### Cell classes on the final placement

Fill, decap, tap and diode cells in gray.
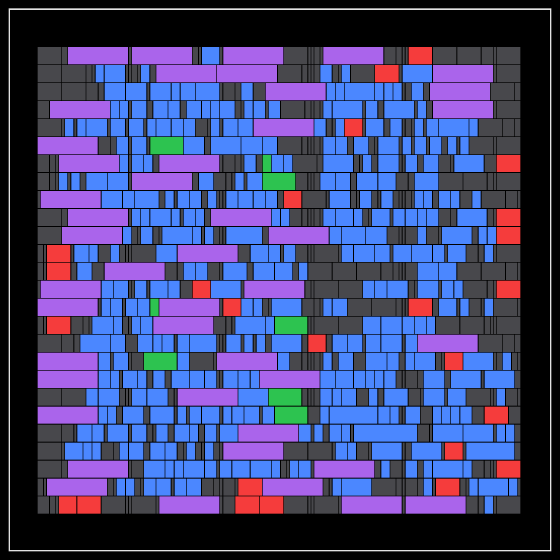
### Clock routing

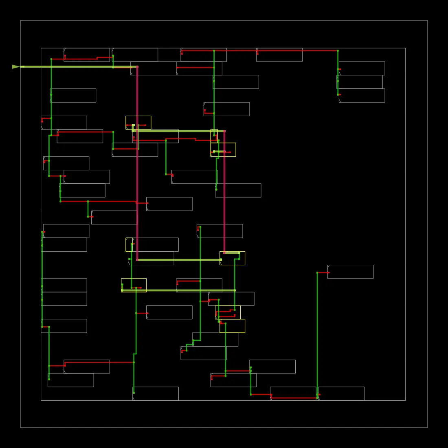
[src/rtl/twilight_pkg.sv]
// Shared day/night phase encoding and fade limits for the sky sequencer and background.
package twilight_pkg;

    typedef enum logic [1:0] {
        NIGHT = 2'd0,
        DAWN  = 2'd1,
        DAY   = 2'd2,
        DUSK  = 2'd3
    } phase_t;

    localparam logic [7:0] FADE_MIN = '0;
    localparam logic [7:0] FADE_MAX = '1;

endpackage

[src/rtl/fade_ramp.sv]
// Saturating 8-bit fade step: adds (dir=1) or subtracts (dir=0) step and flags the limit.
module fade_ramp
    import twilight_pkg::*;
(
    input  logic [7:0] level,
    input  logic [7:0] step,
    input  logic       dir,
    output logic [7:0] next,
    output logic       at_limit
);

    logic [8:0] sum;
    logic [8:0] diff;

    assign sum  = {1'b0, level} + {1'b0, step};
    assign diff = {1'b0, level} - {1'b0, step};

    always_comb begin
        next     = level;
        at_limit = 1'b0;
        if (dir) begin
            next     = sum[8] ? FADE_MAX : sum[7:0];
            at_limit = (next == FADE_MAX);
        end else begin
            // diff[8] is the sign of the 9-bit signed result
            next     = diff[8] ? FADE_MIN : diff[7:0];
            at_limit = (next == FADE_MIN);
        end
    end

endmodule

[src/rtl/day_night_sequencer.sv]
// Frame-rate day/night sequencer: holds night, ramps through dawn, holds day, ramps through dusk.
module day_night_sequencer
    import twilight_pkg::*;
#(
    parameter int unsigned NIGHT_FRAMES    = 240,
    parameter int unsigned DAY_FRAMES      = 240,
    parameter int unsigned FRAMES_PER_STEP = 2,
    parameter int unsigned RAMP_STEP       = 4
) (
    input  logic       clk_pix,
    input  logic       rst_n,
    input  logic       frame,
    input  logic       pause,
    input  logic       skip,
    output logic [7:0] fade_level,
    output logic [1:0] phase,
    output logic       is_day,
    output logic       is_night,
    output logic       phase_change
);

    localparam int unsigned NF  = (NIGHT_FRAMES == 0)    ? 1 : NIGHT_FRAMES;
    localparam int unsigned DF  = (DAY_FRAMES == 0)      ? 1 : DAY_FRAMES;
    localparam int unsigned FPS = (FRAMES_PER_STEP == 0) ? 1 : FRAMES_PER_STEP;

    localparam logic [15:0] NIGHT_LAST = 16'(NF - 1);
    localparam logic [15:0] DAY_LAST   = 16'(DF - 1);
    localparam logic [15:0] STEP_LAST  = 16'(FPS - 1);
    localparam logic [7:0]  STEP8      = 8'(RAMP_STEP);

    phase_t      phase_q, phase_d;
    logic [7:0]  fade_q, fade_d;
    logic [15:0] hold_q, hold_d;
    logic [15:0] step_q, step_d;
    logic        skip_q, skip_d;
    logic        chg_q, chg_d;

    logic        accept;
    logic [7:0]  ramp_next;
    logic        ramp_limit;

    assign accept = frame & ~pause;

    fade_ramp u_fade_ramp (
        .level    (fade_q),
        .step     (STEP8),
        .dir      (phase_q == DAWN),
        .next     (ramp_next),
        .at_limit (ramp_limit)
    );

    always_ff @(posedge clk_pix or negedge rst_n) begin
        if (!rst_n) begin
            phase_q <= NIGHT;
            fade_q  <= FADE_MIN;
            hold_q  <= '0;
            step_q  <= '0;
            skip_q  <= 1'b0;
            chg_q   <= 1'b0;
        end else begin
            phase_q <= phase_d;
            fade_q  <= fade_d;
            hold_q  <= hold_d;
            step_q  <= step_d;
            skip_q  <= skip_d;
            chg_q   <= chg_d;
        end
    end

    always_comb begin
        phase_d = phase_q;
        fade_d  = fade_q;
        hold_d  = hold_q;
        step_d  = step_q;
        skip_d  = skip_q | skip;
        chg_d   = 1'b0;

        if (accept) begin
            // A skip raised on this very cycle counts, so test skip_d rather than skip_q
            if (skip_d) begin
                skip_d = 1'b0;
                hold_d = '0;
                step_d = '0;
                chg_d  = 1'b1;
                unique case (phase_q)
                    NIGHT: phase_d = DAWN;
                    DAWN: begin
                        phase_d = DAY;
                        fade_d  = FADE_MAX;
                    end
                    DAY:  phase_d = DUSK;
                    DUSK: begin
                        phase_d = NIGHT;
                        fade_d  = FADE_MIN;
                    end
                endcase
            end else begin
                unique case (phase_q)
                    NIGHT, DAY: begin
                        if (hold_q == ((phase_q == NIGHT) ? NIGHT_LAST : DAY_LAST)) begin
                            hold_d  = '0;
                            phase_d = (phase_q == NIGHT) ? DAWN : DUSK;
                            chg_d   = 1'b1;
                        end else begin
                            hold_d = hold_q + 16'd1;
                        end
                    end
                    DAWN, DUSK: begin
                        if (step_q == STEP_LAST) begin
                            step_d = '0;
                            fade_d = ramp_next;
                            if (ramp_limit) begin
                                phase_d = (phase_q == DAWN) ? DAY : NIGHT;
                                chg_d   = 1'b1;
                            end
                        end else begin
                            step_d = step_q + 16'd1;
                        end
                    end
                endcase
            end
        end
    end

    assign fade_level   = fade_q;
    assign phase        = phase_q;
    assign is_day       = (phase_q == DAY);
    assign is_night     = (phase_q == NIGHT);
    assign phase_change = chg_q;

endmodule

[config.mk]
export PLATFORM = sky130hd
export DESIGN_NAME = day_night_sequencer
export DESIGN_NICKNAME = d
export VERILOG_FILES = /design/src/rtl/twilight_pkg.sv /design/src/rtl/fade_ramp.sv /design/src/rtl/day_night_sequencer.sv
export SDC_FILE = /design/constraint.sdc
export NUM_CORES = 1
export LEC_CHECK = 0
export CORE_MARGIN = 4
export CORE_UTILIZATION = 60
export DETAILED_ROUTE_END_ITERATION = 10
export PLACE_DENSITY = 0.87
export REMOVE_ABC_BUFFERS = 1
export SLEW_MARGIN = 20
export SYNTH_ARGS = -nofsm -noshare
export SYNTH_HDL_FRONTEND = slang
export SYNTH_HIERARCHICAL = 1
export SYNTH_SLANG_ARGS = --single-unit
[constraint.sdc]
create_clock -name clk_pix -period 3.6 [get_ports clk_pix]
set_clock_uncertainty 0.1 [all_clocks]
set_input_delay 0.36 -clock clk_pix [delete_from_list [all_inputs] [get_ports clk_pix]]
set_output_delay 0.36 -clock clk_pix [all_outputs]
set_load 0.01 [all_outputs]
==> tab_implementation.tex <==
% Auto-generated results table
\begin{tabular}{lr}
\hline
Metric & Value \\
\hline
\multicolumn{2}{l}{\textbf{Run status}} \\
\quad Outcome & complete, no violations \\
\multicolumn{2}{l}{\textbf{Cells and area}} \\
\quad Most instantiated logic cells after routing & 44 x sky130\_fd\_sc\_hd\_\_dfrtp\_1, 39 x sky130\_fd\_sc\_hd\_\_nand2\_1, 36 x sky130\_fd\_sc\_hd\_\_nor2\_1 \\
\quad Top class by area & combinational gates \\
\quad Filler Cell Count & 425 \\
\quad ClkCell Share & 2.46\% \\
\quad Sequential cell count & between 40 and 50 \\
\quad Footprint of the flip-flops and latches & 1100 um2 \\
\quad Multi-input gate share of total cell area & 56.5\% \\
\quad Repair and plain buffers & 25 \\
\quad MI comb cells & 325 \\
\quad Fraction of layout instances using a drive strength above 1 & between 5 and 6\% \\
\quad Non-clk invs & 22 \\
\quad Signal buffers share of area & 6.30\% \\
\quad Final Instance Count excl. Fillers & a little under 500 \\
\quad Number of diodes added for antenna fixing & 0 \\
\quad Signed area change from the synthesized netlist to the final layout & 12.1\% \\
\multicolumn{2}{l}{\textbf{Floorplan}} \\
\quad Die Width & 81.7 um \\
\quad Tap cell instance count & 70 \\
\quad Share of the core filled by cells before placement & 63.0\% \\
\quad Vertical die dimension & 81.7 um \\
\quad Ports placed on the boundary & 18 \\
\multicolumn{2}{l}{\textbf{Global route}} \\
\quad Number of antenna violations at the first check in global routing & 0 \\
\quad Via count of the first global-routing pass & 2753 \\
\quad All-Layer GR Usage & 23.9\% \\
\quad Pin count of the biggest net entering global routing & between 40 and 50 \\
\quad Wire length of the first global-routing pass & around 13000 um \\
\quad GRT overflow & 0 \\
\multicolumn{2}{l}{\textbf{Final timing}} \\
\quad Total negative slack & 0 ps \\
\quad Setup repair after global routing missed its margin & no \\
\quad Final hold vios & 0 \\
\quad Max frequency & around 310 MHz \\
\quad Smallest hold slack & 422 ps \\
\quad Slew @ Worst Pin & 636 ps \\
\quad Setup Viol. Count Final & 0 \\
\multicolumn{2}{l}{\textbf{Clock network}} \\
\quad Root buffer cell & sky130\_fd\_sc\_hd\_\_clkbuf\_8 \\
\quad Clock-pin slew on the worst setup and hold paths & 80 ps \\
\quad Latest clock arrival within the worst-skew pair & 300 ps \\
\quad CTS-repair resized insts & 0 \\
\quad Number of buffers created by CTS & 5 \\
\quad Clock buffer depth & 2 \\
\multicolumn{2}{l}{\textbf{Critical path}} \\
\quad Reg2reg end & phase[1]\$\_DFFE\_PN0P\_ \\
\quad Number of cell instances on the worst register-to-register path & 10 \\
\quad Longest individual stage delay on the worst path & 540 ps \\
\quad Critical Path Slowest Stage Cell & sky130\_fd\_sc\_hd\_\_or4\_1 \\
\quad Start point of the critical path & fade\_level[3]\$\_DFFE\_PN0P\_ \\
\quad Crit path kind & register to register \\
\quad Internal reg-to-reg setup slack & 350 ps \\
\quad Critical Path RT & 3690 ps \\
\quad Max Fanout on Critical Path & 4 \\
\multicolumn{2}{l}{\textbf{Logic synthesis}} \\
\quad Synth mux share & 0.767\% \\
\quad Part of the Yosys area used for sequential elements & 33.8\% \\
\quad Adders+Majority by Area & 10.4\% \\
\quad Simple-Gate Area Share & 22.4\% \\
\quad Top logic cell family in the synthesized netlist & simple AND/OR/NAND/NOR gates \\
\quad Aoi/oai-family share of the synthesized area & 21.4\% \\
\quad Number of register bits inferred by synthesis & 44 \\
\quad Avg Synthesized Cell Area & 8.38 um2 \\
\quad Cell types with the highest counts after synthesis & 44 x sky130\_fd\_sc\_hd\_\_dfrtp\_1, 39 x sky130\_fd\_sc\_hd\_\_nand2\_1, 36 x sky130\_fd\_sc\_hd\_\_nor2\_1, 33 x sky130\_fd\_sc\_hd\_\_o21ai\_0, 25 x sky130\_fd\_sc\_hd\_\_a21oi\_1 \\
\quad Number of distinct library cell variants in the gate-level netlist after synthesis & 57 \\
\quad Dominant cell area share & 33.8\% \\
\quad Number of cell instances after yosys synthesis & 389 \\
\quad Main area contributors & sky130\_fd\_sc\_hd\_\_dfrtp\_1 34\%, sky130\_fd\_sc\_hd\_\_ha\_1 9.2\%, sky130\_fd\_sc\_hd\_\_o21ai\_0 5.1\% \\
\quad XORs/XNORs by Area & 6.18\% \\
\quad Area of the mapped netlist & $\sim$3300 um2 \\
\multicolumn{2}{l}{\textbf{Drt}} \\
\quad WL per Instance & 14.7 um \\
\quad Routed wire length & 7270 um \\
\quad 1st-pass router iterations & 6 \\
\quad Drt initial violations & between 150 and 200 \\
\quad Post-detailed-route via-to-cell ratio & 5.93 \\
\quad Total number of vias & 2928 \\
\multicolumn{2}{l}{\textbf{Power}} \\
\quad Sequential Power Share & 27.8\% \\
\quad Power in sequential cells & 650 uW \\
\quad Combinational share of power & 58.3\% \\
\quad Leakage power summed over all cells & 1.61 nW \\
\quad Net load switching power & approximately 1.0 mW \\
\quad Internal portion of total power & 1.32 mW \\
\quad Total Power Consumption & 2.33 mW \\
\quad Fraction of power spent switching nets & 43.4\% \\
\quad Clock network fraction of total power & 13.9\% \\
\quad Total combinational power & approximately 1.4 mW \\
\multicolumn{2}{l}{\textbf{Place}} \\
\quad Placed cells & 485 \\
\quad HPWL Detailed & approximately 5300 um \\
\quad GP Congestion & 0.895 \\
\quad Pre-CTS WS & about 420 ps \\
\quad IO Port Bufs & 17 \\
\quad Placed inst area & 3550 um2 \\
\multicolumn{2}{l}{\textbf{Run}} \\
\quad Max-capacitance violation count & 0 \\
\quad Count of warning messages emitted by the tools & 38 \\
\multicolumn{2}{l}{\textbf{Worst hold path}} \\
\quad Launch instance of the worst min-delay path & hold\_q[11]\$\_DFFE\_PN0P\_ \\
\quad Hold endpoint & hold\_q[11]\$\_DFFE\_PN0P\_ \\
\quad Hold Crit Depth & 1 \\
\hline
\end{tabular}
## Picture notes: 'Cell classes on the final placement'
remaining buffers and delay cells -> red  # cells 25
clock drivers and dummy loads -> green  # cells 8
registers -> purple  # cells 44
remaining logic cells -> blue  # cells 347
row count: 26
end-of-flow core utilization: 70.7%
sequential fraction of total cell area: 30.1%
core footprint: 5170 um2
Non-Filler Cell Area, Final: 3650 um2

## Picture notes: 'Clock routing'
clkbuf count: 8
Clk power: 324 uW
clock tree sinks: 44

-- worst max-delay path: cells and delay by family (launching register included) --
family | cells | cell delay (ps)
DFF | 1 | 410
and+or+nand+nor | 2 | 950
AOI/OAI and AO/OA | 4 | 900
adders and majority gates | 1 | 260
muxes | 1 | 300
xor gates and xnor gates | 1 | 140
buffers and inverters | 1 | 80
-- metal layers --
| layer | vias to the layer above | global-route usage [%] | wire, um |
|---|---|---|---|
| li1 | 1442 | - | - |
| met4 | 0 | 8.47 | 127 |
| met3 | 13 | 4.28 | 379 |
| met1 | 1382 | 31.6 | 3280 |
| met2 | 91 | 39.3 | 3490 |
| met5 | - | 0 | 0 |
Power and IR drop assume default switching activity.
